### src/rtl/treeval_pkg.sv
// Shared types and field helpers for the tree-evaluation multi-unit controller.
// Command/response fields are packed MSB-first: 2-bit opcode, unit id, then payload.
package treeval_pkg;

  localparam int DEF_W_MSG            = 64;
  localparam int DEF_N_UNITS          = 4;
  localparam int DEF_W_ADDR           = 8;
  localparam int DEF_MAX_DATA_WIDTH   = 16;
  localparam int DEF_MAX_CONFIG_WIDTH = 16;
  localparam int DEF_W_REWARD         = 10;
  localparam int DEF_W_ACTION         = 3;
  localparam int DEF_TIMEOUT          = 4096;

  typedef enum logic [1:0] {
    CMD_RUN        = 2'd0,
    CMD_SET_NODE   = 2'd1,
    CMD_SET_CONFIG = 2'd2,
    CMD_STATUS     = 2'd3
  } cmd_e;

  typedef enum logic [1:0] {
    SUB_PARENT = 2'd0,
    SUB_ACTION = 2'd1,
    SUB_REWARD = 2'd2,
    SUB_WEIGHT = 2'd3
  } node_sub_e;

  typedef enum logic [1:0] {
    CFG_NODES = 2'd0,
    CFG_RSVD1 = 2'd1,
    CFG_RSVD2 = 2'd2,
    CFG_RSVD3 = 2'd3
  } cfg_sub_e;

  typedef enum logic [1:0] {
    RSP_RESULT   = 2'd0,
    RSP_TIMEOUT  = 2'd1,
    RSP_BUSY_ERR = 2'd2,
    RSP_STATUS   = 2'd3
  } rsp_e;

  typedef enum logic [1:0] {
    U_IDLE    = 2'd0,
    U_ARMED   = 2'd1,
    U_RUNNING = 2'd2
  } unit_state_e;

  // A single unit still needs a 1-bit id field.
  function automatic int uid_width(input int n_units);
    return (n_units > 1) ? $clog2(n_units) : 1;
  endfunction

  function automatic int uid_lo(input int w_msg, input int w_uid);
    return w_msg - 2 - w_uid;
  endfunction

  function automatic int addr_lo(input int w_msg, input int w_uid, input int w_addr);
    return uid_lo(w_msg, w_uid) - w_addr;
  endfunction

  function automatic int node_sub_lo(input int w_msg, input int w_uid, input int w_addr);
    return addr_lo(w_msg, w_uid, w_addr) - 2;
  endfunction

  function automatic int cfg_sub_lo(input int w_msg, input int w_uid);
    return uid_lo(w_msg, w_uid) - 2;
  endfunction

endpackage

### src/rtl/treeval_unit_tracker.sv
// Per-unit run tracker: IDLE/ARMED/RUNNING state, timeout counter and a
// one-deep pending result that survives a restart until it is served.
module treeval_unit_tracker
  import treeval_pkg::*;
#(
  parameter int W_REWARD = DEF_W_REWARD,
  parameter int W_ACTION = DEF_W_ACTION,
  parameter int TIMEOUT  = DEF_TIMEOUT
) (
  input  logic                clk,
  input  logic                rst,
  input  logic                start,
  input  logic                exp_change,
  input  logic                clear,
  input  logic [W_REWARD-1:0] exp_val,
  input  logic [W_ACTION-1:0] act_val,
  output unit_state_e         state,
  output logic                pending,
  output logic                pend_timeout,
  output logic [W_REWARD-1:0] pend_exp,
  output logic [W_ACTION-1:0] pend_act
);

  localparam int W_CNT = $clog2(TIMEOUT + 1);

  unit_state_e         state_q, state_d;
  logic [W_CNT-1:0]    cnt_q, cnt_d;
  logic                finish, timed_out;
  logic                pend_q, pend_to_q;
  logic [W_REWARD-1:0] pend_exp_q;
  logic [W_ACTION-1:0] pend_act_q;

  always_comb begin
    state_d   = state_q;
    cnt_d     = cnt_q;
    finish    = 1'b0;
    timed_out = 1'b0;
    case (state_q)
      U_IDLE: begin
        if (start) begin
          state_d = U_ARMED;
          cnt_d   = '0;
        end
      end
      U_ARMED, U_RUNNING: begin
        // Completion is checked before the timeout so it wins a tie.
        if (state_q == U_RUNNING && exp_change) begin
          finish  = 1'b1;
          state_d = U_IDLE;
        end else if (cnt_q == W_CNT'(TIMEOUT - 1)) begin
          timed_out = 1'b1;
          state_d   = U_IDLE;
        end else begin
          cnt_d = cnt_q + W_CNT'(1);
          if (exp_change) state_d = U_RUNNING;
        end
      end
      default: state_d = U_IDLE;
    endcase
  end

  always_ff @(posedge clk) begin
    if (rst) begin
      state_q    <= U_IDLE;
      cnt_q      <= '0;
      pend_q     <= 1'b0;
      pend_to_q  <= 1'b0;
      pend_exp_q <= '0;
      pend_act_q <= '0;
    end else begin
      state_q <= state_d;
      cnt_q   <= cnt_d;
      // An older unserved result is kept; a new one lands once the slot frees.
      if ((finish || timed_out) && (!pend_q || clear)) begin
        pend_q     <= 1'b1;
        pend_to_q  <= timed_out;
        pend_exp_q <= finish ? exp_val : '0;
        pend_act_q <= finish ? act_val : '0;
      end else if (clear) begin
        pend_q <= 1'b0;
      end
    end
  end

  assign state        = state_q;
  assign pending      = pend_q;
  assign pend_timeout = pend_to_q;
  assign pend_exp     = pend_exp_q;
  assign pend_act     = pend_act_q;

endmodule

### src/rtl/treeval_mc_controller.sv
// Multi-unit controller: decodes commands into per-unit strobes, tracks each
// unit's run, and serialises results through a single registered response slot.
module treeval_mc_controller
  import treeval_pkg::*;
#(
  parameter int W_MSG            = DEF_W_MSG,
  parameter int N_UNITS          = DEF_N_UNITS,
  parameter int W_ADDR           = DEF_W_ADDR,
  parameter int MAX_DATA_WIDTH   = DEF_MAX_DATA_WIDTH,
  parameter int MAX_CONFIG_WIDTH = DEF_MAX_CONFIG_WIDTH,
  parameter int W_REWARD         = DEF_W_REWARD,
  parameter int W_ACTION         = DEF_W_ACTION,
  parameter int TIMEOUT          = DEF_TIMEOUT,
  parameter int W_UID            = uid_width(N_UNITS)
) (
  input  logic                          clk,
  input  logic                          rst,
  input  logic                          in_valid,
  output logic                          in_ready,
  input  logic [W_MSG-1:0]              in_msg,
  output logic                          out_valid,
  input  logic                          out_ready,
  output logic [W_MSG-1:0]              out_msg,
  output logic [N_UNITS-1:0]            eu_rst,
  output logic [N_UNITS-1:0]            eu_mem_par,
  output logic [N_UNITS-1:0]            eu_mem_rew,
  output logic [N_UNITS-1:0]            eu_mem_act,
  output logic [N_UNITS-1:0]            eu_mem_weight,
  output logic [N_UNITS-1:0]            eu_conf_nodes,
  output logic [W_ADDR-1:0]             eu_mem_addr,
  output logic [MAX_DATA_WIDTH-1:0]     eu_mem_data,
  output logic [MAX_CONFIG_WIDTH-1:0]   eu_conf_data,
  input  logic [N_UNITS-1:0]            eu_exp_change,
  input  logic [N_UNITS*W_REWARD-1:0]   eu_exp,
  input  logic [N_UNITS*W_ACTION-1:0]   eu_act
);

  localparam int UID_LO  = uid_lo(W_MSG, W_UID);
  localparam int ADDR_LO = addr_lo(W_MSG, W_UID, W_ADDR);
  localparam int NSUB_LO = node_sub_lo(W_MSG, W_UID, W_ADDR);
  localparam int CSUB_LO = cfg_sub_lo(W_MSG, W_UID);
  localparam int W_RES   = W_ACTION + W_REWARD;

  // Both ports use valid/ready: a transfer happens on a cycle where valid and
  // ready are both high; the sender holds valid and its payload until then.

  function automatic logic [W_MSG-1:0] build_rsp(input rsp_e t,
                                                 input logic [W_UID-1:0] id,
                                                 input logic [W_MSG-1:0] lsb);
    logic [W_MSG-1:0] m;
    m                  = lsb;
    m[W_MSG-1 -: 2]    = t;
    m[UID_LO +: W_UID] = id;
    return m;
  endfunction

  // Command field decode
  cmd_e                 cmd;
  node_sub_e            node_sub;
  cfg_sub_e             cfg_sub;
  logic [W_UID-1:0]     uid;
  logic [N_UNITS-1:0]   uid_onehot;
  logic                 uid_ok, unit_busy, accept;
  logic                 unused_msg;

  assign cmd        = cmd_e'(in_msg[W_MSG-1 -: 2]);
  assign uid        = in_msg[UID_LO +: W_UID];
  assign node_sub   = node_sub_e'(in_msg[NSUB_LO +: 2]);
  assign cfg_sub    = cfg_sub_e'(in_msg[CSUB_LO +: 2]);
  assign uid_ok     = int'(uid) < N_UNITS;
  assign uid_onehot = N_UNITS'(1) << uid;
  assign accept     = in_valid && in_ready;
  assign unused_msg = ^in_msg;

  // Per-unit trackers
  unit_state_e          unit_state [N_UNITS];
  logic [N_UNITS-1:0]   busy, pending, pend_to, start_vec, clear_vec;
  logic [W_REWARD-1:0]  pend_exp [N_UNITS];
  logic [W_ACTION-1:0]  pend_act [N_UNITS];

  for (genvar u = 0; u < N_UNITS; u++) begin : g_unit
    treeval_unit_tracker #(
      .W_REWARD (W_REWARD),
      .W_ACTION (W_ACTION),
      .TIMEOUT  (TIMEOUT)
    ) u_trk (
      .clk          (clk),
      .rst          (rst),
      .start        (start_vec[u]),
      .exp_change   (eu_exp_change[u]),
      .clear        (clear_vec[u]),
      .exp_val      (eu_exp[u*W_REWARD +: W_REWARD]),
      .act_val      (eu_act[u*W_ACTION +: W_ACTION]),
      .state        (unit_state[u]),
      .pending      (pending[u]),
      .pend_timeout (pend_to[u]),
      .pend_exp     (pend_exp[u]),
      .pend_act     (pend_act[u])
    );
    assign busy[u] = (unit_state[u] != U_IDLE);
  end

  assign unit_busy = uid_ok ? busy[uid] : 1'b1;

  // Command dispatch: strobes and the immediate response register next cycle
  logic [N_UNITS-1:0] par_d, act_d, rew_d, wgt_d, conf_d;
  logic               wr_node, wr_cfg, imm_d_valid;
  logic [W_MSG-1:0]   imm_d_msg;

  always_comb begin
    start_vec   = '0;
    par_d       = '0;
    act_d       = '0;
    rew_d       = '0;
    wgt_d       = '0;
    conf_d      = '0;
    wr_node     = 1'b0;
    wr_cfg      = 1'b0;
    imm_d_valid = 1'b0;
    imm_d_msg   = '0;
    if (accept) begin
      if (cmd == CMD_STATUS) begin
        imm_d_valid = 1'b1;
        imm_d_msg   = build_rsp(RSP_STATUS, uid, W_MSG'(busy));
      end else if (unit_busy) begin
        imm_d_valid = 1'b1;
        imm_d_msg   = build_rsp(RSP_BUSY_ERR, uid, '0);
      end else begin
        case (cmd)
          CMD_RUN: start_vec = uid_onehot;
          CMD_SET_NODE: begin
            wr_node = 1'b1;
            case (node_sub)
              SUB_PARENT: par_d = uid_onehot;
              SUB_ACTION: act_d = uid_onehot;
              SUB_REWARD: rew_d = uid_onehot;
              SUB_WEIGHT: wgt_d = uid_onehot;
              default:    par_d = '0;
            endcase
          end
          CMD_SET_CONFIG: begin
            if (cfg_sub == CFG_NODES) begin
              wr_cfg = 1'b1;
              conf_d = uid_onehot;
            end
          end
          default: start_vec = '0;
        endcase
      end
    end
  end

  // Round-robin pick over pending results, starting at rr_ptr
  logic               imm_valid, out_valid_q, run_en, slot_free, rr_found;
  logic [W_MSG-1:0]   imm_msg, out_msg_q, res_msg;
  logic [W_UID-1:0]   rr_ptr, rr_idx;
  logic [W_RES-1:0]   res_lsb;

  assign slot_free = !out_valid_q || out_ready;

  always_comb begin
    int k;
    k         = 0;
    rr_found  = 1'b0;
    rr_idx    = '0;
    for (int i = 0; i < N_UNITS; i++) begin
      k = (int'(rr_ptr) + i) % N_UNITS;
      if (!rr_found && pending[W_UID'(k)]) begin
        rr_found = 1'b1;
        rr_idx   = W_UID'(k);
      end
    end
  end

  always_comb begin
    clear_vec = '0;
    for (int u = 0; u < N_UNITS; u++) begin
      clear_vec[u] = slot_free && !imm_valid && rr_found && (rr_idx == W_UID'(u));
    end
  end

  always_comb begin
    res_lsb = {pend_act[rr_idx], pend_exp[rr_idx]};
    if (pend_to[rr_idx]) res_msg = build_rsp(RSP_TIMEOUT, rr_idx, '0);
    else                 res_msg = build_rsp(RSP_RESULT, rr_idx, W_MSG'(res_lsb));
  end

  logic [N_UNITS-1:0]          rst_q, par_q, act_q, rew_q, wgt_q, conf_q;
  logic [W_ADDR-1:0]           addr_q;
  logic [MAX_DATA_WIDTH-1:0]   data_q;
  logic [MAX_CONFIG_WIDTH-1:0] conf_data_q;

  always_ff @(posedge clk) begin
    if (rst) begin
      run_en      <= 1'b0;
      rst_q       <= '0;
      par_q       <= '0;
      act_q       <= '0;
      rew_q       <= '0;
      wgt_q       <= '0;
      conf_q      <= '0;
      addr_q      <= '0;
      data_q      <= '0;
      conf_data_q <= '0;
      imm_valid   <= 1'b0;
      imm_msg     <= '0;
      out_valid_q <= 1'b0;
      out_msg_q   <= '0;
      rr_ptr      <= '0;
    end else begin
      run_en <= 1'b1;
      rst_q  <= start_vec;
      par_q  <= par_d;
      act_q  <= act_d;
      rew_q  <= rew_d;
      wgt_q  <= wgt_d;
      conf_q <= conf_d;
      if (wr_node) begin
        addr_q <= in_msg[ADDR_LO +: W_ADDR];
        data_q <= in_msg[MAX_DATA_WIDTH-1:0];
      end
      if (wr_cfg) conf_data_q <= in_msg[MAX_CONFIG_WIDTH-1:0];

      // accept needs !imm_valid, so a new immediate never collides with a drain
      if (imm_d_valid) begin
        imm_valid <= 1'b1;
        imm_msg   <= imm_d_msg;
      end else if (slot_free && imm_valid) begin
        imm_valid <= 1'b0;
      end

      if (slot_free) begin
        if (imm_valid) begin
          out_valid_q <= 1'b1;
          out_msg_q   <= imm_msg;
        end else if (rr_found) begin
          out_valid_q <= 1'b1;
          out_msg_q   <= res_msg;
          rr_ptr      <= (int'(rr_idx) == N_UNITS - 1) ? '0 : rr_idx + 1'b1;
        end else begin
          out_valid_q <= 1'b0;
        end
      end
    end
  end

  assign in_ready      = run_en && !imm_valid && !rst;
  assign out_valid     = out_valid_q && !rst;
  assign out_msg       = out_msg_q;
  assign eu_rst        = rst ? '1 : rst_q;
  assign eu_mem_par    = rst ? '0 : par_q;
  assign eu_mem_act    = rst ? '0 : act_q;
  assign eu_mem_rew    = rst ? '0 : rew_q;
  assign eu_mem_weight = rst ? '0 : wgt_q;
  assign eu_conf_nodes = rst ? '0 : conf_q;
  assign eu_mem_addr   = addr_q;
  assign eu_mem_data   = data_q;
  assign eu_conf_data  = conf_data_q;

endmodule

### config.mk
export PLATFORM = sky130hd
export DESIGN_NAME = treeval_mc_controller
export DESIGN_NICKNAME = d
export VERILOG_FILES = /design/src/rtl/treeval_pkg.sv /design/src/rtl/treeval_unit_tracker.sv /design/src/rtl/treeval_mc_controller.sv
export SDC_FILE = /design/constraint.sdc
export NUM_CORES = 1
export LEC_CHECK = 0
export CAP_MARGIN = 25
export CORE_AREA = 2 2 140 142
export CTS_BUF_LIST = sky130_fd_sc_hd__clkbuf_4 sky130_fd_sc_hd__clkbuf_8
export CTS_CLUSTER_DIAMETER = 150
export CTS_CLUSTER_SIZE = 24
export DETAILED_ROUTE_END_ITERATION = 6
export DIE_AREA = 0 0 142 144
export GPL_TIMING_DRIVEN = 0
export PLACE_DENSITY = 0.9
export SLEW_MARGIN = 20
export SYNTH_ARGS = -nofsm -noshare
export SYNTH_HDL_FRONTEND = slang
export SYNTH_HIERARCHICAL = 1
export SYNTH_SLANG_ARGS = --single-unit
export TNS_END_PERCENT = 100
### constraint.sdc
create_clock -name clk -period 5.8 [get_ports clk]
set_input_delay 0.58 -clock clk [delete_from_list [all_inputs] [get_ports clk]]
set_output_delay 0.58 -clock clk [all_outputs]
set_load 0.1 [all_outputs]
### The metal 4 layer, run 1

(4 px per um) Supply wires on this layer in gray.
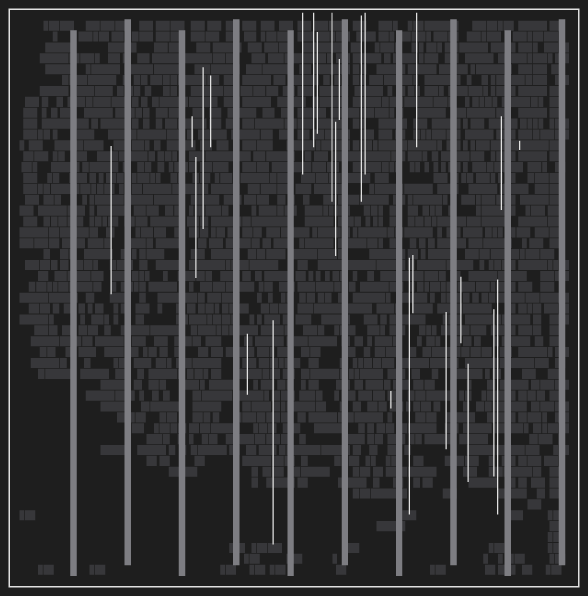
The longest straight run is 63.9 um. The layer holds 3.0% of the routed length. The wires run mostly vertical. The layer carries 803 um of wire. 22 nets have wire on it.
routed via count: 9343
final wirelength: 26.9 mm

### Clock routing, run 1

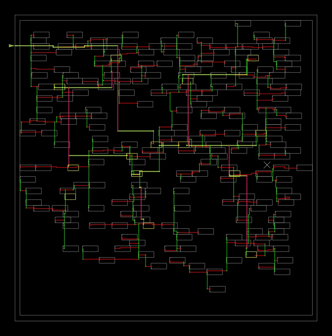
Latency at later pin: 0.50 ns
# clk buffers: 14
clock sinks: 214

### Signal wires by layer, run 1

(3 px per um)
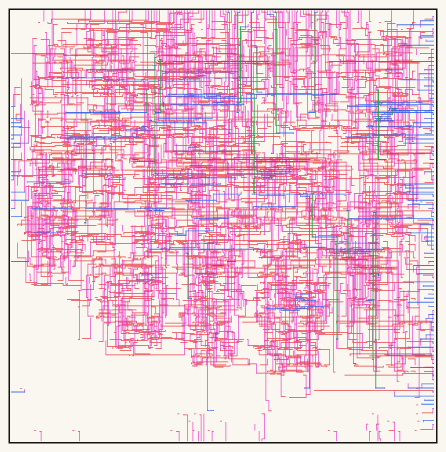
Key: met1 = red [wire length 11200 um]; met2 = magenta [wire length 13000 um]; met3 = blue [wire length 1940 um]; met4 = green [wire length 803 um]
GRT Total Usage: 25.4%
DR WL/cell: 16.6 um

==> results.sh, run 1 <==
# source this file to load flow results
export IMPL_status="finished with violations"
export IMPL_violations="DRC"
export IMPL_crit_path_start_kind="input pin"
export IMPL_p_sw_mw=0.680
export IMPL_antenna_found_initial=0
export IMPL_seq_share_pct=33.8
export IMPL_skew_ns=0.0181
export IMPL_row_count=51
export IMPL_highest_layer="met4"
export IMPL_largest_register_ffs=52
export IMPL_buffers_excl_clock=286
export IMPL_die_h_um=144
export IMPL_end_kind="output pin"
export IMPL_ant_nets=0
export IMPL_critPathRequiredTime_ns=5.22
export IMPL_hold_buffers=0
export IMPL_ff_type="dfxtp_1"
export IMPL_fp_util_pct=53.9
export IMPL_top_power_group="registers"
export IMPL_yosysWarnings=6
export IMPL_fa_ha_area_share_pct=2.19
export IMPL_cp_endpoint="eu_rst[2]"
export IMPL_most_common_layout_cells="dfxtp_1 (214), clkdlybuf4s50_1 (172), nand2_1 (123), a21oi_1 (105), nor2_1 (68)"
export IMPL_setup_viol=0
export IMPL_crit_reg2reg_launch="g_unit[0].u_trk/pending"
export IMPL_first_pass_iters=7
export IMPL_powerClk_mw=0.652
export IMPL_intPower_mw=1.80
export IMPL_synth_top_area_share_pct=41.7
export IMPL_worst_pin_slew_ns=1.04
export IMPL_die_area_um2=20400
export IMPL_fin_nets=1524
export IMPL_core_area_um2=19100
export IMPL_io_buffers=172
export IMPL_drc=2
export IMPL_drv_cap=0
export IMPL_crit_buf_inv=3
export IMPL_slowest_stage="clkdlybuf4s50_1"
export IMPL_grt_overflow=0
export IMPL_drive_gt1_share_pct=11.6
export IMPL_hp_class="register to register"
export IMPL_cts_max_level=1
export IMPL_synth_distinct_cells=89
export IMPL_power_mw=2.48
export IMPL_post_cts_repair_setup_buffers=0
export IMPL_stdcell_count=1620
export IMPL_fin_util_pct=66.4
export IMPL_regMostFlops="g_unit.u_trk/cnt_q"
export IMPL_ys_sh_simple_pct=23.8
--- run 2 (diff from run 1) ---
Settings changed: CORE_AREA 2 2 140 142 to 2 2 145 147, DIE_AREA 0 0 142 144 to 0 0 147 149, PLACE_DENSITY 0.9 to 0.85.
Clock period 5.8 ns to 3.8 ns, I/O delays scaled along.
==> run 2 against run 1 <==
Net effect:
- the flow now finishes without violations
- critical path depth up 6
- register-to-register slack worse by 1.9 ns
- worst hold slack worse by 0.038 ns
- sequential cell count unchanged
- synthesized cell count unchanged
- cell count up 2.3%
- first-iteration DRC count down 4.1%
- worst setup slack worse by 1.5 ns
- largest power group unchanged
==> results.sh, run 2 <==
# source this file to load flow results
export IMPL_first_pass_iters=5
export IMPL_cts_sinks=214
export IMPL_flops=214
export IMPL_first_global_vias=8441
export IMPL_power_mw=3.79
export IMPL_highest_layer="met4"
export IMPL_die_w_um=147
export IMPL_cts_buffer_depth=3
export IMPL_ff_type="dfxtp_1"
export IMPL_drc=0
export IMPL_most_common_layout_cells="dfxtp_1 (214), clkdlybuf4s50_1 (172), nand2_1 (123), a21oi_1 (105), nor2_1 (68)"
export IMPL_slowest_stage="clkdlybuf4s50_1"
export IMPL_clk_share_pct=1.52
export IMPL_worst_pin_slew_ns=1.04
export IMPL_use_met3_pct=3.21
export IMPL_antenna_found_initial=0
export IMPL_regMostFlops="g_unit.u_trk/cnt_q"
export IMPL_yosysWarnings=6
export IMPL_layout_top_cell="dfxtp_1"
export IMPL_ys_sh_simple_pct=23.8
export IMPL_seq_share_pct=33.7
export IMPL_xor_share_pct=0
export IMPL_synth_top_area_share_pct=41.7
export IMPL_detail_route_wirelength_mm=26.5
export IMPL_n_antenna_cell=0
export IMPL_maxSlewHeadroom_pct=30.6
export IMPL_io_buffers=172
export IMPL_synth_distinct_cells=89
export IMPL_nClkBuffers=14
export IMPL_cts_resized_gates=0
export IMPL_comb_share_pct=42.4
export IMPL_ant_nets=0
export IMPL_critPathLaunch="rst"
export IMPL_critical_path_top_delay_family="simple AND/OR/NAND/NOR gates"
export IMPL_die_area_um2=21900
export IMPL_met1_usage_pct=31.1
export IMPL_stdcell_count=1657
export IMPL_powerDensity_nw_per_um2=298
export IMPL_dpl_hpwl_mm=20.2
export IMPL_die_h_um=149
export IMPL_syn_inst=1150
export IMPL_setup_viol=0
export IMPL_grt_overflow=0
export IMPL_hp_class="input pin to register"
export IMPL_drive_gt1_share_pct=11.6
export IMPL_worstSkewPairLatency_ns=0.51
export IMPL_cp_data_arrival_time_ns=3.98
export IMPL_finalCritPeriodShare_pct=92.8
export IMPL_p_sw_mw=1.05
export IMPL_post_cts_repair_setup_buffers=0
export IMPL_top_power_group="registers"
export IMPL_p_comb_share_pct=13.9
export IMPL_crit_buf_inv=2
export IMPL_row_count=53
export IMPL_fin_util_pct=61.8
export IMPL_crit_path_start_kind="input pin"
export IMPL_core_area_um2=20600
export IMPL_cts_max_level=1
export IMPL_synth_compound_gate_area_share_pct=19.9
export IMPL_critPathRequiredTime_ns=4.25
export IMPL_end_kind="register"
export IMPL_fin_nets=1524
export IMPL_fp_util_pct=50.0
export IMPL_status="complete, no violations"
export IMPL_fa_ha_area_share_pct=2.19
export IMPL_buffers_excl_clock=286
export IMPL_ys_area_um2=10300
export IMPL_cp_endpoint="g_unit[3].u_trk/cnt_q[9]"
export IMPL_cts_tree="done"
export IMPL_crit_reg2reg_launch="rr_ptr[1]"
export IMPL_powerClk_mw=1.01
export IMPL_drv_cap=0
export IMPL_drt_iter0_markers=658
export IMPL_p_comb_mw=0.527
export IMPL_tap_cells=275
export IMPL_r2r_slack_ns=0.45
export IMPL_intPower_mw=2.74
export IMPL_largest_register_ffs=52
export IMPL_skew_ns=0.0138
export IMPL_hold_buffers=0
export IMPL_yosysMostFrequentCell="dfxtp_1"
### Sequential cells colored by netlist name, run 2

(3 px per um)
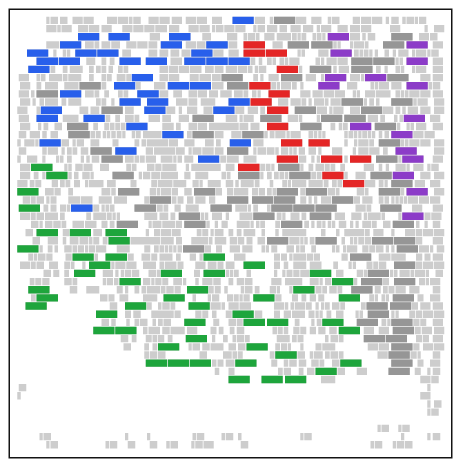
Key: g_unit.u_trk/cnt_q = green [placed flops 52]; g_unit.u_trk/pend_exp = blue [placed flops 40]; out_msg = red [placed flops 17, where north]; eu_conf_data = purple [placed flops 16, where north-east]
Another 89 sequential cells are not colored.
Flop area: 4280 um2
seq pwr: 2.26 mW

### Signal wires by layer, run 2

(3 px per um)
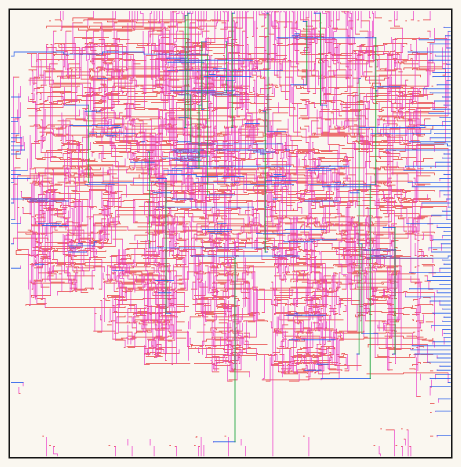
DR WL/cell: 16.0 um
routed via count: 9253
GRT Total Usage: 23.1%

Power is estimated from default activity; no workload was simulated.
